==> config.mk <==
export PLATFORM = sky130hd
export DESIGN_NAME = spi_slave_syncro_hs
export DESIGN_NICKNAME = d
export VERILOG_FILES = /design/src/rtl/spi_slave_syncro_hs.sv
export SDC_FILE = /design/constraint.sdc
export NUM_CORES = 1
export LEC_CHECK = 0
export ABC_AREA = 0
export CAP_MARGIN = 20
export CORE_UTILIZATION = 38
export DETAILED_ROUTE_END_ITERATION = 7
export GPL_ROUTABILITY_DRIVEN = 1
export GPL_TIMING_DRIVEN = 0
export PLACE_DENSITY = 0.78
export SLEW_MARGIN = 20
export SYNTH_ARGS = -nofsm -noshare
export SYNTH_HDL_FRONTEND = slang
export SYNTH_SLANG_ARGS = --single-unit
==> constraint.sdc <==
create_clock -name sys_clk -period 1.25 [get_ports sys_clk]
set_clock_uncertainty 0.2 [all_clocks]
set_input_delay 0.125 -clock sys_clk [delete_from_list [all_inputs] [get_ports sys_clk]]
set_output_delay 0.125 -clock sys_clk [all_outputs]
set_load 0.02 [all_outputs]
==> src/rtl/spi_slave_syncro_hs.sv <==
// SPI-to-sys_clk synchroniser for the AXI SPI slave.
// Brings cs / address_valid across through SYNC_STAGES-deep chains, emits
// registered cs edge pulses and hands the captured address + direction to
// the AXI master FSM over valid/ready with a sticky overrun flag.
// SYNC_STAGES must be in 2..4.
module spi_slave_syncro_hs #(
  parameter int   AXI_ADDR_WIDTH = 32,
  parameter int   SYNC_STAGES    = 2,
  parameter logic CS_RESET_VAL   = 1'b1
) (
  input  logic                      sys_clk,
  input  logic                      rst,
  input  logic                      cs,
  input  logic [AXI_ADDR_WIDTH-1:0] address,
  input  logic                      address_valid,
  input  logic                      rd_wr,
  input  logic                      address_ready,
  input  logic                      overrun_clr,
  output logic                      cs_sync,
  output logic                      cs_fall,
  output logic                      cs_rise,
  output logic [AXI_ADDR_WIDTH-1:0] address_sync,
  output logic                      rd_wr_sync,
  output logic                      address_valid_sync,
  output logic                      overrun
);

  logic [SYNC_STAGES-1:0]    cs_pipe_q;
  logic                      cs_prev_q;
  logic                      cs_fall_q, cs_rise_q;
  logic [SYNC_STAGES-1:0]    av_pipe_q;
  logic                      av_edge_q;
  logic [AXI_ADDR_WIDTH-1:0] addr_q, addr_d;
  logic                      rdwr_q, rdwr_d;
  logic                      valid_q, valid_d;
  logic                      ovr_q, ovr_d;
  logic                      vrise;
  logic                      ovr_set;

  // cs synchroniser plus registered edge detection; the prev flop resets to
  // the same idle level as the chain so no pulse can appear after reset
  always_ff @(posedge sys_clk) begin
    if (rst) begin
      cs_pipe_q <= {SYNC_STAGES{CS_RESET_VAL}};
      cs_prev_q <= CS_RESET_VAL;
      cs_fall_q <= 1'b0;
      cs_rise_q <= 1'b0;
    end else begin
      cs_pipe_q <= {cs_pipe_q[SYNC_STAGES-2:0], cs};
      cs_prev_q <= cs_pipe_q[SYNC_STAGES-1];
      cs_fall_q <= cs_prev_q & ~cs_pipe_q[SYNC_STAGES-1];
      cs_rise_q <= ~cs_prev_q & cs_pipe_q[SYNC_STAGES-1];
    end
  end

  // address_valid synchroniser; only its rising edge matters
  always_ff @(posedge sys_clk) begin
    if (rst) begin
      av_pipe_q <= '0;
      av_edge_q <= 1'b0;
    end else begin
      av_pipe_q <= {av_pipe_q[SYNC_STAGES-2:0], address_valid};
      av_edge_q <= av_pipe_q[SYNC_STAGES-1];
    end
  end

  assign vrise = av_pipe_q[SYNC_STAGES-1] & ~av_edge_q;

  // capture / handshake: accept-and-refill in one cycle is legal; an arrival
  // while the slot is held and not accepted is dropped and flagged
  always_comb begin
    addr_d  = addr_q;
    rdwr_d  = rdwr_q;
    valid_d = valid_q;
    ovr_set = 1'b0;
    if (vrise) begin
      if (!valid_q || address_ready) begin
        addr_d  = address;
        rdwr_d  = rd_wr;
        valid_d = 1'b1;
      end else begin
        ovr_set = 1'b1;
      end
    end else if (valid_q && address_ready) begin
      valid_d = 1'b0;
    end
    // set wins over a simultaneous clear
    if (ovr_set)          ovr_d = 1'b1;
    else if (overrun_clr) ovr_d = 1'b0;
    else                  ovr_d = ovr_q;
  end

  // holding register and overrun flag
  always_ff @(posedge sys_clk) begin
    if (rst) begin
      addr_q  <= '0;
      rdwr_q  <= 1'b0;
      valid_q <= 1'b0;
      ovr_q   <= 1'b0;
    end else begin
      addr_q  <= addr_d;
      rdwr_q  <= rdwr_d;
      valid_q <= valid_d;
      ovr_q   <= ovr_d;
    end
  end

  assign cs_sync            = cs_pipe_q[SYNC_STAGES-1];
  assign cs_fall            = cs_fall_q;
  assign cs_rise            = cs_rise_q;
  assign address_sync       = addr_q;
  assign rd_wr_sync         = rdwr_q;
  assign address_valid_sync = valid_q;
  assign overrun            = ovr_q;

endmodule

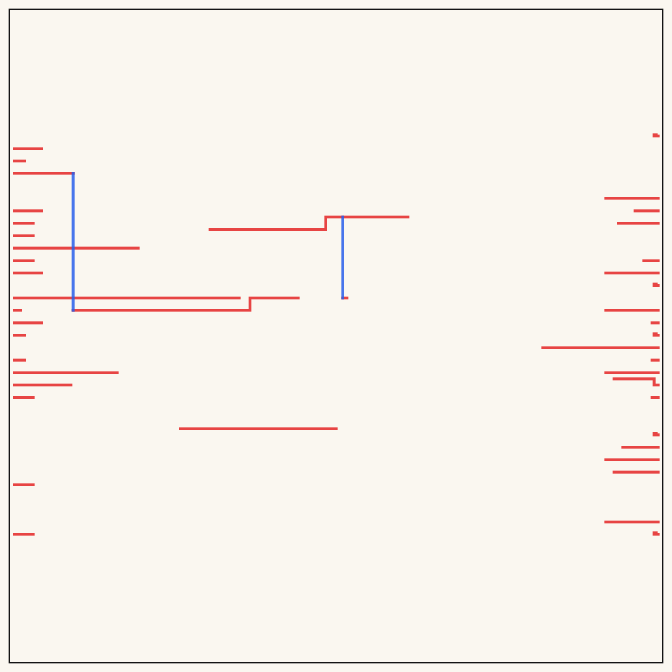
Figure 1: run 1, routed metal, one color a layer.
Two of the layers only.
[blue] M4 | wire length: 23.8 um
[red] M3 | wire length: 233 um
overall via count from detail_route: 1385
overall routing resource usage: 15.2%
Final Routed Wirelength: 3710 um
wire length per cell after detailed routing: 11.9 um

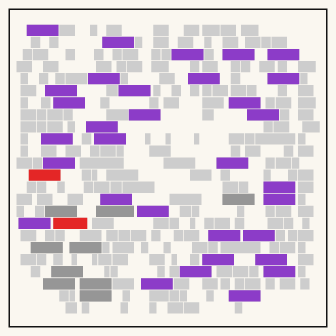
Figure 2: run 1, sequential cells colored by netlist name.
[red] av_pipe_q | flops: 2
[purple] address_sync | flops: 32 | where: spread over the die
area used by sequential logic in the layout: 866 um2
sequential cell power: 1440 uW
register share of the cell area: 32.0%
utilization of the core after routing: 60.5%

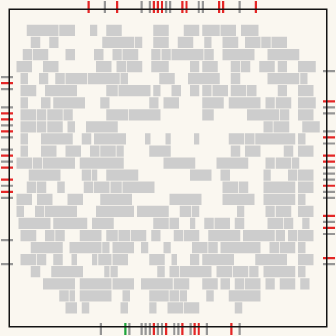
Figure 3: run 1, pin placement.
Pins as bars across the die edge, other pins in gray.
[green] overrun_clr | pins: 1 | direction: input | edge: bottom
[red] address | pins: 32 | direction: input | edge: 10 top, 8 left, 8 right, 6 bottom
all pins by edge: 21 right, 19 left, 19 bottom, 18 top
Buffers on Ports: 75
height of the die: 71.2 um
width of the chip: 71.2 um

==> run summary, run 1 <==
The layout was made with Yosys and OpenROAD.

The gate count after technology mapping is 170. The area fraction in full adders, half adders and majority gates is 0%. Together, buffers and inverters on the worst path number 2. The final reports fail on DRC, setup timing.

The number of logic inverters in the finished layout is 2. Summed over all nets, the switching power comes to 667 uW. The met3 layer wire length in the routed design is 233 um. The end point of the critical path is address_sync[30]. The final total power is 2740 uW.

Measured on the final layout, buffering overhead outside the clock network stands at 30.5%. The clock-cell share of area is 3.28%. The main area contributors are sky130_fd_sc_hd__dfxtp_1 (47%), sky130_fd_sc_hd__nand2b_1 (23%), sky130_fd_sc_hd__mux2i_1 (18%). The run finished, with violations left. The count of unresolved DRC violations after routing is 6. The worst path setup slack after routing is -92.3 ps. Clock latency on the worst-skew pair, taken at its later pin, is 290 ps.

Setup violations remaining at the end of the flow were counted as 33. The total tool warning count is 29. Per the GRT congestion report, total overflow comes to 0. The highest metal layer with signal wires is met4. Entering global routing, the biggest net connects 15 pins.

Timing analysis after detailed placement gives a worst setup slack of -372 ps. The power per standard cell area is 1010 mW/mm2. The netlist area before placement is 0.00182 mm2. The worst-case reg-to-reg setup slack stands at -90 ps.
## run 1: sequential cells by signal, indices dropped and copies added (netlist names)
name and count:
cs_fall 1, av_pipe_q 2, address_sync 32, cs_rise 1
rd_wr_sync 1, av_edge_q 1, cs_pipe_q 2, address_valid_sync 1
overrun 1, cs_prev_q 1
## run 1: power groups by stage
stage | registers (uW) | clock network [uW] | logic (uW)
after floorplan | 1520 | 0 | 168
after global placement | 1470 | 0 | 443
after detailed placement | 1470 | 0 | 445
after CTS | 1440 | 893 | 452
after global routing | 1450 | 963 | 478
final | 1440 | 858 | 443
## run 1: stage by stage
stage               TNS [ps]  cell area, um2
floorplan               -342            1830
global placement      -10910            2640
detailed placement    -11200            2640
CTS                    -1760            2830
global route           -4060            2710
finish                 -1880            2710
Figure 4. Routing congestion map (run 1).
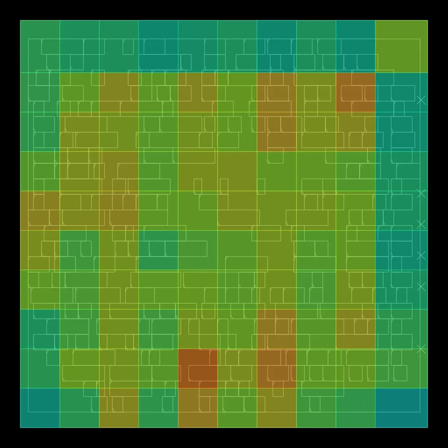

## Run 2: what changed since run 1
- MAX_ROUTING_LAYER: unset -> met4
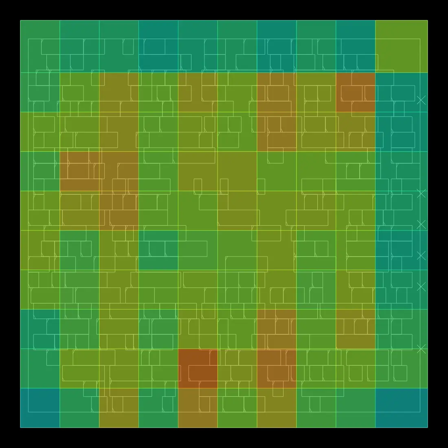
Figure 5: run 2, routing congestion map.
grt met2 use: 26.2%
global route hottest layer: met2
met1 track demand over resource: 18.2%
wire length per cell after detailed routing: 11.9 um
overall routing resource usage: 15.6%

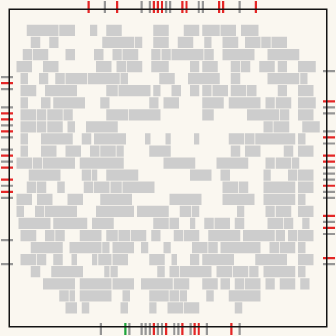
Figure 6: run 2, pin placement.
Pins as bars across the die edge, other pins in gray.
[red] address | pins: 32 | direction: input | edge: 10 top, 8 left, 8 right, 6 bottom
[green] overrun_clr | pins: 1 | direction: input | edge: bottom
all pins by edge: 21 right, 19 left, 19 bottom, 18 top

==> run 2 against run 1 <==
- critical endpoint unchanged
- non-clock buffer count is the same
- fmax hardly changed
- synthesized area unchanged
- highest routed layer unchanged
- setup slack barely moved
- cell count did not move
- the run still ends with DRC, setup timing left
- critical path depth is the same
- core utilization stayed put
- total power hardly changed
==> run summary, run 2 <==
The layout was made with Yosys and OpenROAD.

The area of all sequential standard cells is 866 um2 (unchanged). The worst path setup slack after routing is -92.0 ps (+0.302 ps). The insertion delay of the later-clocked pin in the worst-skew pair is 290 ps (about the same).

The final setup violation count came to 33 (unchanged). The synthesis report lists the most area-consuming cells as sky130_fd_sc_hd__dfxtp_1 (47%), sky130_fd_sc_hd__nand2b_1 (23%), sky130_fd_sc_hd__mux2i_1 (18%). The cell area after placement is 0.00264 mm2 (unchanged).

The share of the core filled with cells in the final layout is 60.5% (unchanged). The tally of buffers added on design ports was 75 (unchanged). The clock-cell share of area is 3.28% (unchanged). The flip-flop count of the largest register after layout is 32 (unchanged). The netlist area before placement came to 0.00182 mm2 (unchanged). The total tool warning count was 29 (unchanged).

The summed negative setup slack over all endpoints is -1870 ps (+10.4 ps). The number of logic inverters in the finished layout was 2 (unchanged). The number of vias in the routed layout is 1384 (-0.072%). The total routed wirelength came to 3700 um (-0.27%). The count of unresolved DRC violations after routing is 6 (unchanged). The final reports fail on DRC, setup timing. The die span in y is 71.2 um (unchanged). The gate count after technology mapping is 170 (unchanged). The run finished, with violations left.

The residual overflow from global routing is 0 (unchanged). The summed area of non-filler cells in the final layout is 0.00271 mm2 (unchanged). The data-path buffer share of cell area in the final layout is 30.5% (unchanged). The width of the die was 71.2 um (unchanged).
[run 2: report_power, final]
group / switching, uW / internal (uW)
Clock: 468 / 388
Sequential: 23.4 / 1420
Combinational: 174 / 268
[run 2: metrics by stage]
step	std cells	setup slack (ps)	hold WS [ps]
after floorplan	170	-11.4	28.8
after global placement	297	-358	193
after detailed placement	297	-372	198
after CTS	310	-78.6	37.1
after global routing	312	-152	70.1
final	312	-92.0	27.8
[run 2: layer usage]
layer / global-route usage (%) / share of wire, % / up-vias
li1: - / - / 715
met1: 18.2 / 45 / 620
met2: 26.2 / 48 / 45
met3: 4.78 / 6.1 / 4
met4: 4.00 / 0.62 / 0
met5: - / 0 / -
No activity file was given, so power comes from the tool's default toggle rates.
